==> config.mk <==
export PLATFORM = sky130hd
export DESIGN_NAME = calc_cmd_driver
export DESIGN_NICKNAME = d
export VERILOG_FILES = /design/src/rtl/calc_pkg.sv /design/src/rtl/calc_phase_timer.sv /design/src/rtl/calc_cmd_driver.sv
export SDC_FILE = /design/constraint.sdc
export NUM_CORES = 1
export LEC_CHECK = 0
export CAP_MARGIN = 15
export CORE_MARGIN = 10
export CORE_UTILIZATION = 44
export CTS_BUF_LIST = sky130_fd_sc_hd__clkbuf_8
export CTS_CLUSTER_SIZE = 16
export DETAILED_ROUTE_END_ITERATION = 10
export PLACE_DENSITY = 0.89
export SETUP_SLACK_MARGIN = 0.5
export SLEW_MARGIN = 15
export SYNTH_ARGS = -nofsm -noshare
export SYNTH_HDL_FRONTEND = slang
export SYNTH_SLANG_ARGS = --single-unit
==> constraint.sdc <==
create_clock -name clk -period 1.5 [get_ports clk]
set_input_delay 0.15 -clock clk [delete_from_list [all_inputs] [get_ports clk]]
set_output_delay 0.15 -clock clk [all_outputs]
set_load 0.02 [all_outputs]
==> src/rtl/calc_pkg.sv <==
// Shared definitions for the calc command driver.
// Holds the op-code encodings driven onto {btnl,btnc,btnr}, the driver
// state encoding, and the default operand/led width.
package calc_pkg;

    localparam int unsigned CALC_DATA_W = 16;

    // Op-code encodings as seen on {btnl, btnc, btnr}
    localparam logic [2:0] OP_ADD = 3'b000;
    localparam logic [2:0] OP_SUB = 3'b001;
    localparam logic [2:0] OP_AND = 3'b010;
    localparam logic [2:0] OP_OR  = 3'b011;
    localparam logic [2:0] OP_XOR = 3'b100;
    localparam logic [2:0] OP_LT  = 3'b101;
    localparam logic [2:0] OP_SLL = 3'b110;
    localparam logic [2:0] OP_SRA = 3'b111;

    typedef enum logic [2:0] {
        ST_IDLE   = 3'd0,
        ST_SETUP  = 3'd1,
        ST_PULSE  = 3'd2,
        ST_SETTLE = 3'd3,
        ST_RESP   = 3'd4
    } state_t;

endpackage

==> src/rtl/calc_phase_timer.sv <==
// Loadable down-counter shared by the SETUP/PULSE/SETTLE phases.
// Ports:
//   clk, rst_n   clock, asynchronous active-low reset
//   i_load       reload the counter with i_load_val
//   i_load_val   remaining cycles minus one for the phase being entered
//   o_done       high during the last cycle of the loaded phase
module calc_phase_timer #(
    parameter int unsigned CNT_W = 1
) (
    input  logic             clk,
    input  logic             rst_n,
    input  logic             i_load,
    input  logic [CNT_W-1:0] i_load_val,
    output logic             o_done
);

    logic [CNT_W-1:0] r_cnt;
    logic             r_done;

    // done is registered: it rises together with the counter reaching zero
    always_ff @(posedge clk or negedge rst_n) begin
        if (!rst_n) begin
            r_cnt  <= '0;
            r_done <= 1'b0;
        end else if (i_load) begin
            r_cnt  <= i_load_val;
            r_done <= (i_load_val == '0);
        end else begin
            if (r_cnt != '0) begin
                r_cnt <= r_cnt - 1'b1;
            end
            r_done <= (r_cnt <= CNT_W'(1));
        end
    end

    assign o_done = r_done;

endmodule

==> src/rtl/calc_cmd_driver.sv <==
// Replays (op, operand) commands onto the calc button/switch pins and
// returns the settled led value on a response stream.
// Ports:
//   clk, rst_n                      clock, asynchronous active-low reset
//   cmd_valid/ready/clear/op/operand  command stream (clear -> btnu)
//   calc_btnu/btnd                  clear / update strobes
//   calc_btnl/btnc/btnr, calc_sw    op select and operand pins
//   calc_led                        calc accumulator
//   rsp_valid/ready/data/seq        response stream
module calc_cmd_driver
    import calc_pkg::*;
#(
    parameter int unsigned DATA_W        = CALC_DATA_W,
    parameter int unsigned SETUP_CYCLES  = 1,
    parameter int unsigned PULSE_CYCLES  = 1,
    parameter int unsigned SETTLE_CYCLES = 2,
    parameter int unsigned SEQ_W         = 8
) (
    input  logic              clk,
    input  logic              rst_n,
    input  logic              cmd_valid,
    output logic              cmd_ready,
    input  logic              cmd_clear,
    input  logic [2:0]        cmd_op,
    input  logic [DATA_W-1:0] cmd_operand,
    output logic              calc_btnu,
    output logic              calc_btnd,
    output logic              calc_btnl,
    output logic              calc_btnc,
    output logic              calc_btnr,
    output logic [DATA_W-1:0] calc_sw,
    input  logic [DATA_W-1:0] calc_led,
    output logic              rsp_valid,
    input  logic              rsp_ready,
    output logic [DATA_W-1:0] rsp_data,
    output logic [SEQ_W-1:0]  rsp_seq
);

    localparam int unsigned MAX_SP = (SETUP_CYCLES > PULSE_CYCLES) ? SETUP_CYCLES : PULSE_CYCLES;
    localparam int unsigned MAX_CYC = (MAX_SP > SETTLE_CYCLES) ? MAX_SP : SETTLE_CYCLES;
    localparam int unsigned CNT_W = $clog2(MAX_CYC + 1);
    localparam logic [CNT_W-1:0] SETUP_LD  = CNT_W'((SETUP_CYCLES  == 0) ? 0 : SETUP_CYCLES - 1);
    localparam logic [CNT_W-1:0] PULSE_LD  = CNT_W'(PULSE_CYCLES - 1);
    localparam logic [CNT_W-1:0] SETTLE_LD = CNT_W'(SETTLE_CYCLES - 1);

    state_t             r_state;
    state_t             w_state_nxt;
    logic               w_tmr_load;
    logic [CNT_W-1:0]   w_tmr_val;
    logic               w_tmr_done;
    logic               w_cmd_hs;
    logic               w_rsp_hs;

    logic               r_cmd_clear;
    logic [2:0]         r_cmd_op;
    logic [DATA_W-1:0]  r_cmd_operand;
    logic               r_cmd_ready;
    logic               r_btnu;
    logic               r_btnd;
    logic [2:0]         r_op_pins;
    logic [DATA_W-1:0]  r_sw;
    logic               r_rsp_valid;
    logic [DATA_W-1:0]  r_rsp_data;
    logic [SEQ_W-1:0]   r_rsp_seq;

    assign w_cmd_hs = cmd_valid && r_cmd_ready;
    assign w_rsp_hs = r_rsp_valid && rsp_ready;

    calc_phase_timer #(.CNT_W(CNT_W)) u_timer (
        .clk        (clk),
        .rst_n      (rst_n),
        .i_load     (w_tmr_load),
        .i_load_val (w_tmr_val),
        .o_done     (w_tmr_done)
    );

    // State register
    always_ff @(posedge clk or negedge rst_n) begin
        if (!rst_n) begin
            r_state <= ST_IDLE;
        end else begin
            r_state <= w_state_nxt;
        end
    end

    // Next state and phase-timer reload on every phase entry
    always_comb begin
        w_state_nxt = r_state;
        w_tmr_load  = 1'b0;
        w_tmr_val   = '0;
        unique case (r_state)
            ST_IDLE: begin
                if (w_cmd_hs) begin
                    w_tmr_load = 1'b1;
                    if (SETUP_CYCLES == 0) begin
                        w_state_nxt = ST_PULSE;
                        w_tmr_val   = PULSE_LD;
                    end else begin
                        w_state_nxt = ST_SETUP;
                        w_tmr_val   = SETUP_LD;
                    end
                end
            end
            ST_SETUP: begin
                if (w_tmr_done) begin
                    w_state_nxt = ST_PULSE;
                    w_tmr_load  = 1'b1;
                    w_tmr_val   = PULSE_LD;
                end
            end
            ST_PULSE: begin
                if (w_tmr_done) begin
                    w_state_nxt = ST_SETTLE;
                    w_tmr_load  = 1'b1;
                    w_tmr_val   = SETTLE_LD;
                end
            end
            ST_SETTLE: begin
                if (w_tmr_done) begin
                    w_state_nxt = ST_RESP;
                end
            end
            ST_RESP: begin
                if (w_rsp_hs) begin
                    w_state_nxt = ST_IDLE;
                end
            end
            default: w_state_nxt = ST_IDLE;
        endcase
    end

    // Pin and response registers follow the phase one cycle behind the
    // state, which supplies the extra accept cycle in the latency budget.
    always_ff @(posedge clk or negedge rst_n) begin
        if (!rst_n) begin
            r_cmd_clear   <= 1'b0;
            r_cmd_op      <= '0;
            r_cmd_operand <= '0;
            r_cmd_ready   <= 1'b0;
            r_btnu        <= 1'b0;
            r_btnd        <= 1'b0;
            r_op_pins     <= '0;
            r_sw          <= '0;
            r_rsp_valid   <= 1'b0;
            r_rsp_data    <= '0;
            r_rsp_seq     <= '0;
        end else begin
            r_cmd_ready <= (w_state_nxt == ST_IDLE);
            if (w_cmd_hs) begin
                r_cmd_clear   <= cmd_clear;
                r_cmd_op      <= cmd_clear ? OP_ADD : cmd_op;
                r_cmd_operand <= cmd_clear ? '0 : cmd_operand;
            end
            if (r_state inside {ST_SETUP, ST_PULSE, ST_SETTLE}) begin
                r_sw      <= r_cmd_operand;
                r_op_pins <= r_cmd_op;
            end
            r_btnd <= (r_state == ST_PULSE) && !r_cmd_clear;
            r_btnu <= (r_state == ST_PULSE) && r_cmd_clear;
            // led is captured on the final edge of the settle window
            if ((r_state == ST_RESP) && !r_rsp_valid) begin
                r_rsp_valid <= 1'b1;
                r_rsp_data  <= calc_led;
            end else if (w_rsp_hs) begin
                r_rsp_valid <= 1'b0;
                r_rsp_seq   <= r_rsp_seq + 1'b1;
            end
        end
    end

    assign cmd_ready = r_cmd_ready;
    assign calc_btnu = r_btnu;
    assign calc_btnd = r_btnd;
    assign calc_btnl = r_op_pins[2];
    assign calc_btnc = r_op_pins[1];
    assign calc_btnr = r_op_pins[0];
    assign calc_sw   = r_sw;
    assign rsp_valid = r_rsp_valid;
    assign rsp_data  = r_rsp_data;
    assign rsp_seq   = r_rsp_seq;

endmodule

==> Changelog: implementation <==
### Metrics

- Status: complete, but fails checks
- Failing checks: negative setup slack
- Placed cell area: about 4100 um2
- Hold Fails Final Rpt: 0
- CP max stage delay: ~0.44 ns
- Net Switching: about 4000 uW
- Period utilisation layout: 101.3%
- R2R depth: 5
- Ant diodes: 0
- Detailed Route Iter0 Violations: between 80 and 90
- CP required: about 1.7 ns
- Final #Nets: 435
- Synth area leaders: dfrtp_1 (60%), mux2_4 (9.4%), mux2_2 (6.6%)
- Setup crit end kind: register
- Share of power burned in registers: 30.9%
- Leakage: about 0.0026 uW
- Post-DP HPWL: roughly 5000 um
- Cell Chain, Critical Path: buf_4 > buf_6 > nand3b_1 > a31o_2 > a32oi_1
- Htree depth: 3
- Antenna violations before repair: 0
- # Cells Yosys: ~230
- Syn_nets: 277
- Setup ws final: -0.01878 ns
- Worst R2R End: u_timer.r_cnt[0]
- Routed Antenna Nets: 0
- GRT Util Overall: 15.70%
- RSZ-0062 raised after global routing: true
- Final min period: approximately 1.5 ns
- Root buf cell: clkbuf_8
- Layout cells sized above 1: 58.69%
- Cells after synthesis: between 200 and 250
- Ys flops: between 70 and 80
- Hold crit path type: input pin to async pin
- Ports: just under 90
- Worst path top cell family by delay: AND-OR/OR-AND gates
- Syn avg cell area: 13.03 um2
- First-pass GRT wire length: between 10000 and 15000 um
- Max Slew Vio Count: 0
- Routability Congestion: between 0.7 and 0.8
- Crit path from: r_state[1]
- Placed Instances: ~400
- DIE AREA: 10660 um2
- Final setup vio count: 1
- Vias in the first global route: ~2500
- Grt ovf: 0
- Area Growth Syn to Fin: 75.26%
- Worst endpoint data arrival time: 1.76 ns
- Most used logic cell in the final layout: dfrtp_1
- CTS tree: yes
- Post-Syn Area: just over 3000 um2
- Vias per std cell: between 4 and 5
- Crit path to: u_timer.r_cnt[0]
- Total Power: 11600 uW
- R2R Setup Slk: -0.02 ns
- Critical path type: register to register
- Internal power: 7571 uW
- Worst hold slack: approximately 0.29 ns
- Cell type with the largest total area: dfrtp_1
- Yosys synthesis warning count: 0
- Crit-path max FO: 6
- R2R Path Start: r_state[1]
- Most frequent cells in the layout: dfrtp_1 (62), buf_6 (60), buf_4 (48)
- Post-synth seq share: between 50% and 60%
- Launching element type of the critical path: register
- Max-cap viol count: 0
- Final std cells w/o fill: 477
- Max-slew headroom at the worst pin: a little under three quarters
- Top area contributor share: approximately three fifths
- Unique masters post-synth: 32
- CP max stage cell: dfrtp_2
- Clock transition at path regs: about 0.080 ns
- Logic pwr share: a little over half
- Yosys stat chip area: between 3000 and 4000 um2
- WP depth: 5
- Final setup TNS: -0.01878 ns
- Fmax: 658.4 MHz
- Tool warning count: 30
- Crit path buf inv count: 2
- Cell area power density: ~2200 nW/um2
- Port bufs: ~86
- Switching part of the total: 34.76%
- DRT Pass-1 Iters: 4
- Longest Clk Path Bufs: 2
- Drt drc: 0
- Largest net degree at the start of global routing: 33
- Least-Margin Pin Slew: 0.4153 ns
- FP Core Util: between 40% and 50%
- Pre-CTS setup slack: between 0.05 and 0.06 ns
[per-layer routing]
metal / share of wire (%) / vias to the layer above / track usage, %
met3: 5.6 / 14 / 4.917
li1: - / 1115 / -
met1: 39 / 1183 / 18.13
met2: 54 / 56 / 27.35
met5: 0 / - / 0
met4: 1.1 / 0 / 4.492
[kinds of logic after synthesis]
logic type | count (synthesis) | synth area share [%]
AOI/OAI and AO/OA | 30 | 5.376
xor gates and xnor gates | 7 | 2.011
adders and majority gates | 3 | 1.231
buffers and inverters | 15 | 2.954
DFF | 73 | 59.91
muxes | 37 | 16.00
and+or+nand+nor | 69 | 12.52
[power groups by stage]
stage | Combinational [uW] | Sequential (uW) | Clock [uW]
after floorplan | 2050 | 3860 | 0
after global placement | 4020 | 3310 | 0
after detailed placement | 4160 | 3370 | 0
after CTS | 5330 | 3410 | 1770
after global routing | 6650 | 3680 | 1880
final | 6290 | 3580 | 1730
[timing repair]
action,in CTS,in global routing
hold endpoints to repair,27,0
setup buffers,38,12
cloned,3,5
pin swaps,9,34
hold buffers,1,0
endpoints found under the setup margin,108,118
gates resized,309,82
[area by class of cell]
cell class / count / area [um2]
Sequential cell: 73 / 1841
Multi-Input combinational cell: 146 / 1480
Clock buffer: 11 / 151.4
Timing Repair Buffer: 158 / 1679
Clock inverter: 5 / 77.57
Tap cell: 80 / 100.1
Fill cell: 358 / 1413
Inverter: 4 / 15.01
[synthesized netlist by cell type, drive strengths merged]
cell type and instances:
a21oi 3, nand3b 2, inv 4, xor2 5, nor4bb 1, buf 5
nor2 3, a32oi 1, o21ai 21, clkbuf 6, nand4bb 1, or2 1
a21o 1, nand4 2, or2b 1, nand2 27, xnor2 2, and2 1
nor4b 1, nor3b 1, nand2b 21, a31o 1, dfrtp 73, a31oi 3
nor3 4, mux2 37, ha 3, nand3 3
### Placement by cell class

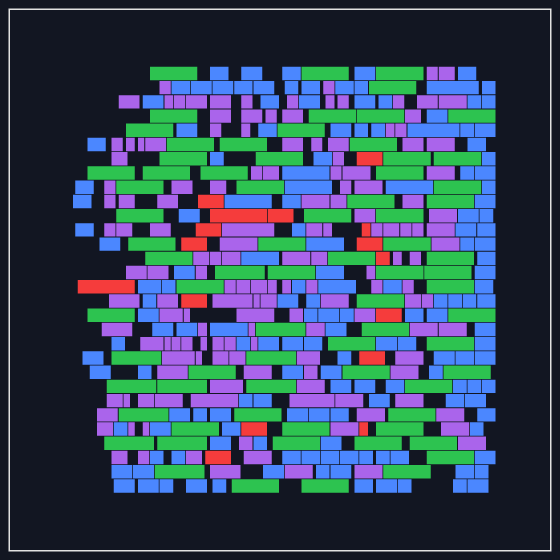
| colour | class | cells |
|---|---|---|
| purple | combinational and other logic | 150 |
| red | clock drivers and dummy loads | 16 |
| green | sequential cells | 73 |
| blue | remaining buffers and delay cells | 158 |
num rows: 30
design area: 5344 um2
Final Util: 79.09%
core area: 6756 um2
flop share of the area: 34.44%

### PDN straps and rails

Scale bar: 20 um. Pins as bars on the die edge.
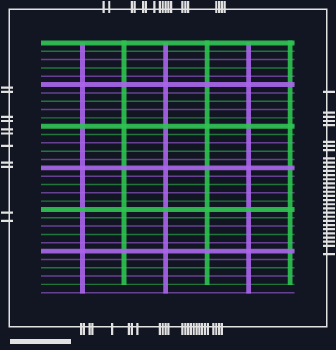
| colour | net |
|---|---|
| green | VDD |
| purple | VSS |
signal pins: 87
rows: 30
met1 rails: 31
met5 straps: 6
met4 straps: 6
Die Span Y: 103.2 um
Die Span X: 103.2 um
Max VDD drop: 1146 uV

### Clock wires, drivers and flops

Scale bar: 20 um.
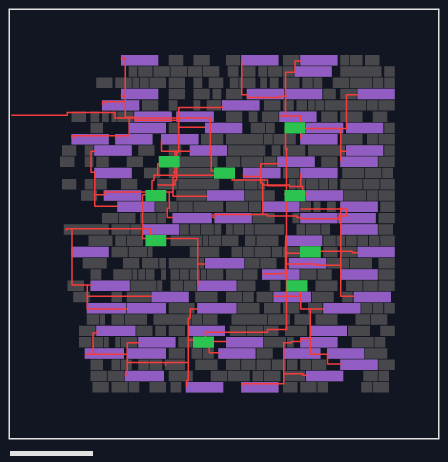
[purple] flip-flops | count: 73
[green] clock drivers | count: 9
[red] clock wires | length: 853 um
routed clock nets: 10
Worst Skew: 0.005481 ns
Clk power: 1730 uW
clk_lat worst skew: 0.34 ns
clock share of power: 14.9%

### Routed metal, one colour a layer

Scale bar: 20 um.
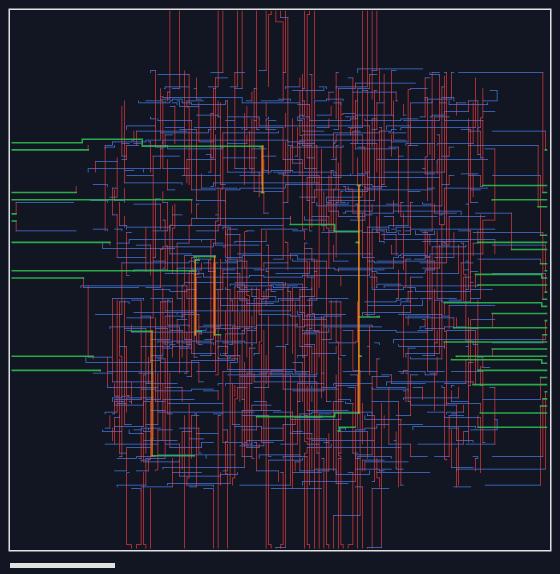
| colour | layer | wire length |
|---|---|---|
| green | metal 3 | 521 um |
| orange | metal 4 | 105 um |
| red | metal 2 | 5040 um |
| blue | metal 1 | 3660 um |
wire per inst: 19.55 um
routed via count: 2368
WL final: 9323 um

### Clock nets

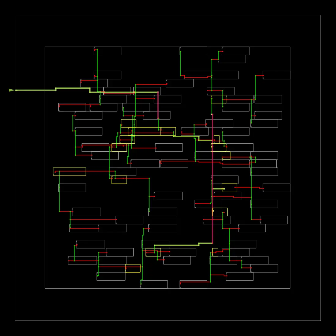
Clock Sinks: 73
total CTS buffers: 9

No activity file was given, so power comes from the tool's default toggle rates.
